==> run_1/ff_map.png <==
Other sequential cells in the stronger gray, the rest of the logic in the fainter gray.
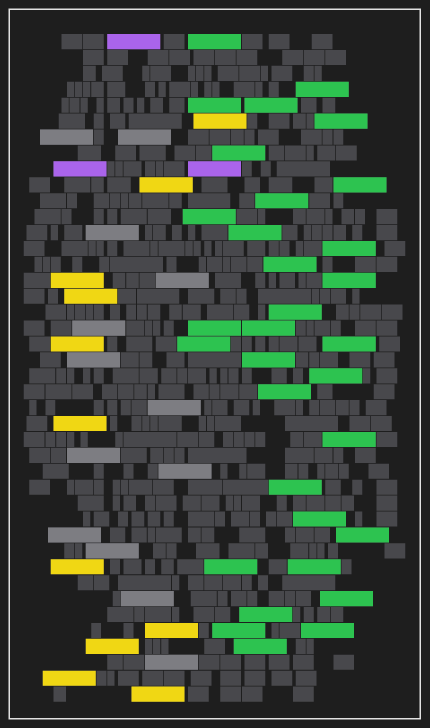
==> run_1/m1.png <==
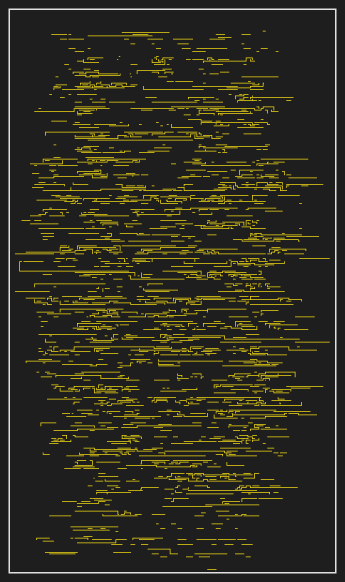
==> run_1/congestion_map.png <==
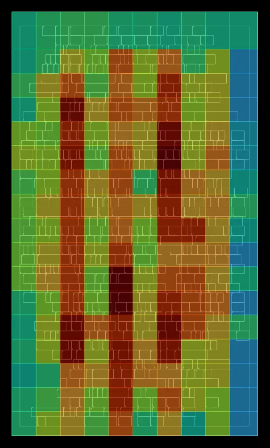
## config.mk

```make
export PLATFORM = sky130hd
export DESIGN_NAME = rmst_ctrl
export DESIGN_NICKNAME = d
export VERILOG_FILES = /design/src/rtl/rmst_ctrl.sv
export SDC_FILE = /design/constraint.sdc
export NUM_CORES = 1
export LEC_CHECK = 0
export ABC_CLOCK_PERIOD_IN_PS = 6300
export CAP_MARGIN = 20
export CORE_AREA = 2 2 68 119
export DETAILED_ROUTE_END_ITERATION = 10
export DIE_AREA = 0 0 70 121
export PLACE_DENSITY = 0.88
export REMOVE_ABC_BUFFERS = 1
export SYNTH_ARGS = -nofsm -noshare
export SYNTH_HDL_FRONTEND = slang
export SYNTH_SLANG_ARGS = --single-unit
export TNS_END_PERCENT = 20
```

## constraint.sdc

```tcl
create_clock -name clk -period 6.3 [get_ports clk]
set_input_delay 1.26 -clock clk [delete_from_list [all_inputs] [get_ports clk]]
set_output_delay 1.26 -clock clk [all_outputs]
set_load 0.05 [all_outputs]
```

## src/rtl/rmst_ctrl.sv

```systemverilog
// rmst_ctrl: splits a load into FIFO-gated tiles and sequences the Avalon read engine per tile
module rmst_ctrl #(
  parameter int AW        = 12,
  parameter int DW        = 32,
  parameter int DATA_SIZE = 1024,
  parameter int TILE_LEN  = 128,
  parameter int CW        = 12
) (
  input  logic          clk,
  input  logic          rst,
  input  logic          load_start,
  input  logic [DW-1:0] load_base_addr,
  output logic          load_done,
  output logic          busy,
  output logic [DW-1:0] param_raddr,
  output logic [AW-1:0] param_iolen,
  output logic          load_trans_start,
  input  logic          load_trans_done,
  input  logic [CW-1:0] load_fifo_space
);
  localparam int RW = $clog2(DATA_SIZE + 1);

  typedef enum logic [2:0] {S_IDLE, S_WAIT, S_CONFIG, S_TRANS, S_DONE} state_e;

  state_e        state_q, state_d;
  logic [RW-1:0] remaining_q, remaining_d;
  logic [DW-1:0] raddr_q, raddr_d;
  logic [AW-1:0] iolen_q, iolen_d, tile;
  logic          trans_start_q, trans_start_d, done_q, done_d;
  logic          accept_start, accept_done, space_ok;

  always_ff @(posedge clk or negedge rst) begin
    if (!rst) begin
      state_q       <= S_IDLE;
      remaining_q   <= '0;
      raddr_q       <= '0;
      iolen_q       <= '0;
      trans_start_q <= 1'b0;
      done_q        <= 1'b0;
    end else begin
      state_q       <= state_d;
      remaining_q   <= remaining_d;
      raddr_q       <= raddr_d;
      iolen_q       <= iolen_d;
      trans_start_q <= trans_start_d;
      done_q        <= done_d;
    end
  end

  always_comb begin
    tile     = (32'(remaining_q) < 32'(TILE_LEN)) ? AW'(remaining_q) : AW'(TILE_LEN);
    space_ok = 32'(load_fifo_space) >= 32'(tile);
    state_d  = state_q;
    case (state_q)
      S_IDLE:   if (load_start) state_d = S_WAIT;
      S_WAIT:   if (space_ok) state_d = S_CONFIG;
      S_CONFIG: state_d = S_TRANS;
      S_TRANS:  if (load_trans_done) state_d = S_DONE;
      S_DONE:   state_d = (remaining_q == '0) ? S_IDLE : S_WAIT;
      default:  state_d = S_IDLE;
    endcase
  end

  // Address and remaining count advance by the tile just received, on the done edge.
  always_comb begin
    accept_start  = (state_q == S_IDLE) && load_start;
    accept_done   = (state_q == S_TRANS) && load_trans_done;
    raddr_d       = accept_start ? load_base_addr
                  : accept_done  ? raddr_q + (DW'(iolen_q) << 2) : raddr_q;
    remaining_d   = accept_start ? RW'(DATA_SIZE)
                  : accept_done  ? remaining_q - RW'(iolen_q) : remaining_q;
    iolen_d       = (state_q == S_CONFIG) ? tile : iolen_q;
    trans_start_d = state_q == S_CONFIG;
    done_d        = (state_q == S_DONE) && (remaining_q == '0);
  end

  assign load_done        = done_q;
  assign busy             = state_q != S_IDLE;
  assign param_raddr      = raddr_q;
  assign param_iolen      = iolen_q;
  assign load_trans_start = trans_start_q;
endmodule
```

==> PnR_summary.wiki, run 1 <==
== Implementation results ==
{| class="wikitable"
! Metric !! Value
|-
| Status || finished, final reports clean
|-
| Fraction of power consumed by sequential logic || 0.286
|-
| Utilization after layout || 0.703
|-
| Number of cell instances after yosys synthesis || 452
|-
| Number of max-cap violations || 0
|-
| Top routing layer in use || met4
|-
| Global-route congestion overflow total || 0
|-
| Worst reg-to-reg setup slack || 3.12 ns
|-
| Number of endpoints failing setup at the final stage || 0
|-
| Startpoint class of the critical path || primary input
|-
| Clock tree root driver cell || sky130_fd_sc_hd__clkbuf_16
|-
| Sequential cells || 59
|-
| Clock insertion delay at the later pin of the skew report || approximately 0.34 ns
|-
| Peak Freq || roughly 260 MHz
|-
| Static leakage power || 0.00218 uW
|-
| Met3 routed WL || around 570 um
|-
| Signal arrival time at the worst endpoint || 4.14 ns
|-
| Endpoint of the worst hold path || param_raddr[0]
|-
| Count of port buffers added during placement || ~93
|-
| Post-DRT Antenna Nets || 0
|-
| Maximum net fanout on the critical path || between 50 and 60
|-
| Min-delay worst type || reg -> reg
|-
| Worst slack at placement || about 2.1 ns
|-
| Commonest non-fill, non-tap cells in the layout || sky130_fd_sc_hd__clkdlybuf4s50_1 (92), sky130_fd_sc_hd__dfrtp_1 (59), sky130_fd_sc_hd__nand2_1 (55)
|}
Notes on ff_map.png above:
| signal | color | sequential cells |
|---|---|---|
| state_q | purple | 3 |
| param_iolen | yellow | 11 |
| param_raddr | green | 32 |

Notes on m1.png above:
share of all routed wire: 35%
main direction: horizontal

Notes on congestion_map.png above:
routing usage on met2: 0.502
most congested layer reported by global routing: met2
post-DR wirelength/cell: 17.6 um
met1 global-route usage: 0.282

## run 1: cells in the mapped netlist, types with 2 or more instances
library cell	n	share of area
sky130_fd_sc_hd__a22oi_1	10	0.019
sky130_fd_sc_hd__buf_6	2	0.0056
sky130_fd_sc_hd__nor3_1	10	0.012
sky130_fd_sc_hd__a31oi_1	4	0.0062
sky130_fd_sc_hd__inv_1	19	0.018
sky130_fd_sc_hd__and3_1	12	0.019
sky130_fd_sc_hd__nand3_1	32	0.040
sky130_fd_sc_hd__buf_4	2	0.0037
sky130_fd_sc_hd__xor2_1	6	0.013
sky130_fd_sc_hd__o211ai_1	9	0.017
sky130_fd_sc_hd__nand2_1	55	0.051
sky130_fd_sc_hd__a21o_1	5	0.0093
sky130_fd_sc_hd__nand4b_1	2	0.0044
sky130_fd_sc_hd__or4_1	5	0.0093
sky130_fd_sc_hd__clkbuf_1	16	0.015
sky130_fd_sc_hd__and2_1	3	0.0047
sky130_fd_sc_hd__a21oi_1	24	0.030
sky130_fd_sc_hd__buf_2	2	0.0025
sky130_fd_sc_hd__or2_2	3	0.0047
sky130_fd_sc_hd__conb_1	2	0.0019
sky130_fd_sc_hd__or4b_1	3	0.0075
sky130_fd_sc_hd__a221o_1	2	0.0050
sky130_fd_sc_hd__fa_1	2	0.010
sky130_fd_sc_hd__xnor2_1	6	0.013
sky130_fd_sc_hd__dfrtp_1	59	0.37
sky130_fd_sc_hd__o31ai_1	2	0.0037
sky130_fd_sc_hd__or3_1	2	0.0031
sky130_fd_sc_hd__a211oi_1	2	0.0037
sky130_fd_sc_hd__o311ai_0	7	0.015
sky130_fd_sc_hd__nor2b_1	6	0.0093
sky130_fd_sc_hd__o21ai_2	2	0.0044
sky130_fd_sc_hd__ha_1	32	0.10
sky130_fd_sc_hd__mux2_2	5	0.014
sky130_fd_sc_hd__o21ai_0	40	0.050
sky130_fd_sc_hd__nor4_1	5	0.0078
sky130_fd_sc_hd__nor2_1	16	0.015
sky130_fd_sc_hd__nand2b_1	5	0.0078
sky130_fd_sc_hd__o21a_1	6	0.011
## run 1: registers in the layout (all words and copies together), names as in the netlist
register,count
load_done,1
param_iolen,11
load_trans_start,1
remaining_q,11
state_q,3
param_raddr,32
## run 1: critical path: stages
cell and delay, ns:
sky130_fd_sc_hd__clkdlybuf4s50_1 0.45, sky130_fd_sc_hd__nand3_2 0.09, sky130_fd_sc_hd__buf_4 0.46, sky130_fd_sc_hd__clkinv_1 0.63
sky130_fd_sc_hd__nor2_1 0.67, sky130_fd_sc_hd__buf_4 0.31, sky130_fd_sc_hd__o21ai_0 0.11, sky130_fd_sc_hd__o311ai_0 0.10
## run 1: cells by family (layout without fill, tap and decap cells)
logic type      Yosys count  count (layout)  synth area share
simple gates            166             166             0.211
compound gates          130             130             0.222
mux                       6               6            0.0165
fa+ha+maj                34              34             0.109
buf+inv                  43             129            0.0463
flops                    59              59             0.367
xor+xnor                 12              12            0.0261
other cells               2               4           0.00187
## run 1: power by group through the flow
stage	clock network, uW	logic (uW)	registers [uW]
after detailed placement	0	1170	636
after CTS	424	1170	633
after floorplan	0	478	925
after global routing	441	1250	653
final	422	1170	638
after global placement	0	1130	630
==> run 2: changes to the inputs <==
--- a/config.mk
+++ b/config.mk
@@ -5,12 +5,12 @@
 export SDC_FILE = /design/constraint.sdc
 export NUM_CORES = 1
 export LEC_CHECK = 0
-export ABC_CLOCK_PERIOD_IN_PS = 6300
+export ABC_CLOCK_PERIOD_IN_PS = 4000
 export CAP_MARGIN = 20
-export CORE_AREA = 2 2 68 119
+export CORE_AREA = 2 2 71 123
 export DETAILED_ROUTE_END_ITERATION = 10
-export DIE_AREA = 0 0 70 121
-export PLACE_DENSITY = 0.88
+export DIE_AREA = 0 0 73 125
+export PLACE_DENSITY = 0.82
 export REMOVE_ABC_BUFFERS = 1
 export SYNTH_ARGS = -nofsm -noshare
 export SYNTH_HDL_FRONTEND = slang
==> constraint.sdc (replaced) <==
create_clock -name clk -period 4 [get_ports clk]
set_input_delay 0.8 -clock clk [delete_from_list [all_inputs] [get_ports clk]]
set_output_delay 0.8 -clock clk [all_outputs]
set_load 0.05 [all_outputs]
==> run 2 against run 1 <==
Area after synthesis is the same. Clock skew grew 0.0035 ns. Cell count grew 1.8%. Critical path type is now reg -> reg. Critical endpoint is now param_raddr[14].
==> PnR_summary.wiki, run 2 <==
== Implementation results ==
{| class="wikitable"
! Metric !! Value
|-
| Worst reg-to-reg setup slack || 1.27 ns (-1.85 ns)
|-
| Largest type area fraction || 0.367 (unchanged)
|-
| Top cells, area || sky130_fd_sc_hd__dfrtp_1 (37%), sky130_fd_sc_hd__ha_1 (10%), sky130_fd_sc_hd__nand2_1 (5.1%), sky130_fd_sc_hd__o21ai_0 (5.0%), sky130_fd_sc_hd__nand3_1 (4.0%)
|-
| Count of port buffers added during placement || 93 (unchanged)
|-
| Commonest non-fill, non-tap cells in the layout || sky130_fd_sc_hd__clkdlybuf4s50_1 (92), sky130_fd_sc_hd__dfrtp_1 (59), sky130_fd_sc_hd__nand2_1 (55)
|-
| Number of endpoints failing setup at the final stage || 0 (unchanged)
|-
| Post-DRT Antenna Nets || 0 (unchanged)
|-
| Global-route congestion overflow total || 0 (unchanged)
|-
| Cell with the most instances after synthesis || sky130_fd_sc_hd__dfrtp_1
|-
| Signal arrival time at the worst endpoint || 2.99 ns (-1.15 ns)
|-
| Number of enable-type register cells in the synthesized netlist || 0
|-
| Worst slack at placement || 1.01 ns (-1.09 ns)
|-
| Maximum net fanout on the critical path || 17 (-70%)
|-
| Static leakage power || 0.00221 uW (+1.6%)
|-
| Endpoint of the most critical setup path || param_raddr[14]
|-
| Startpoint class of the critical path || flop
|-
| Layout Nets || 624
|-
| Number of logged tool warnings || 25
|-
| Largest area contributor in the synthesized netlist || sky130_fd_sc_hd__dfrtp_1
|-
| Post-DR wirelength/cell || 17.9 um (+1.5%)
|-
| Clock tree root driver cell || sky130_fd_sc_hd__clkbuf_16
|-
| Fraction of power consumed by sequential logic || 0.279 (-0.007)
|-
| Main synth FF type || sky130_fd_sc_hd__dfrtp_1
|-
| Status || finished, final reports clean
|-
| Max FFs per register || 32 (unchanged)
|-
| Peak Freq || 366 MHz
|-
| Clock insertion delay at the later pin of the skew report || 0.33 ns (about the same)
|-
| Most instantiated cells after synthesis || sky130_fd_sc_hd__dfrtp_1 (59), sky130_fd_sc_hd__nand2_1 (55), sky130_fd_sc_hd__o21ai_0 (40), sky130_fd_sc_hd__ha_1 (32), sky130_fd_sc_hd__nand3_1 (32)
|}
-- run 2: cells by family after synthesis --
group	share of synthesized area
adder cells (fa/ha/maj)	0.109
buffers and inverters	0.0463
AND-OR/OR-AND	0.222
other	0.00187
XOR/XNOR	0.0261
flip-flops	0.367
multiplexers	0.0165
AND/OR/NAND/NOR	0.211
-- run 2: worst min path at each step --
stage / start / endpoint / slack [ns]
after floorplan: remaining_q[9] / remaining_q[9] / 0.49
after global placement: param_raddr[0] / param_raddr[0] / 0.46
after detailed placement: param_raddr[1] / param_raddr[1] / 0.49
after CTS: param_raddr[1] / param_raddr[1] / 0.50
after global routing: param_raddr[0] / param_raddr[0] / 0.53
final: param_raddr[1] / param_raddr[1] / 0.50
-- run 2: per-stage QoR --
step / cell area, sq um / instances / hold slack (ns)
floorplan: 3920 / 431 / 0.492
global placement: 5020 / 623 / 0.462
detailed placement: 5020 / 623 / 0.488
CTS: 5310 / 639 / 0.501
global route: 5310 / 639 / 0.534
finish: 5310 / 639 / 0.498
-- run 2: cell type report --
cell class	count	area, sq um
fill	680	2890
multi-input combinational	352	2370
sequential	59	1480
timing repair buffer	100	978
clock buffer	15	288
tap	92	115
inverter	20	75.1
clock inverter	1	5.00
-- run 2: critical path, cell delays in order, from the launching register on --
cell and delay [ns]:
sky130_fd_sc_hd__dfrtp_1 0.39, sky130_fd_sc_hd__ha_1 0.25, sky130_fd_sc_hd__inv_1 0.07, sky130_fd_sc_hd__fa_1 0.38, sky130_fd_sc_hd__nor2b_2 0.16, sky130_fd_sc_hd__o21ai_2 0.07
sky130_fd_sc_hd__a21oi_1 0.24, sky130_fd_sc_hd__o41ai_2 0.15, sky130_fd_sc_hd__o21a_2 0.33, sky130_fd_sc_hd__or4b_1 0.52, sky130_fd_sc_hd__nand3_1 0.09
-- run 2: power by group through the flow --
stage | logic (uW) | clock network (uW) | registers [uW]
after floorplan | 752 | 0 | 1460
after global placement | 1800 | 0 | 996
after detailed placement | 1850 | 0 | 1010
after CTS | 1860 | 759 | 1000
after global routing | 1990 | 785 | 1030
final | 1850 | 750 | 1010
-- run 2: routing by layer --
layer | wire length (um) | track usage
met5 | 0 | 0
met4 | 411 | 0.147
met3 | 486 | 0.0411
met2 | 6380 | 0.477
met1 | 4150 | 0.280
==> run_2/m1.png <==
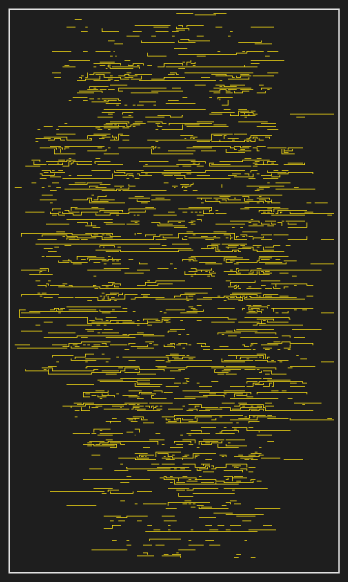
nets with wire on the layer: 551
main direction: horizontal
longest straight run: 29.0 um

==> run_2/clock_wires.png <==
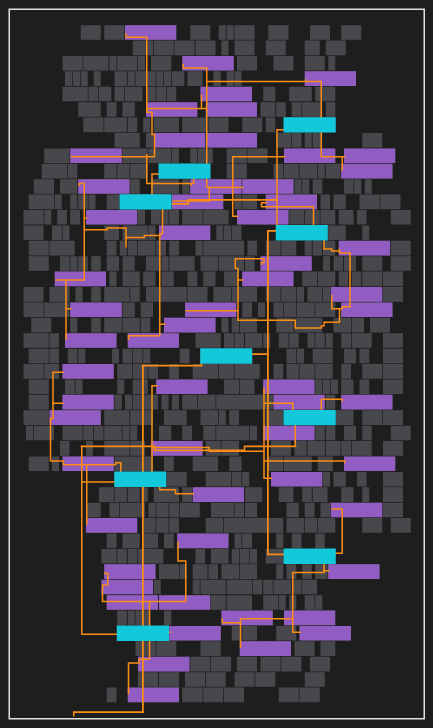
[flip-flops] purple | count: 59
[clock wires] orange | length: 897 um
[clock-net drivers] cyan | count: 9
routed clock nets: 10

Power is estimated from default activity; no workload was simulated.
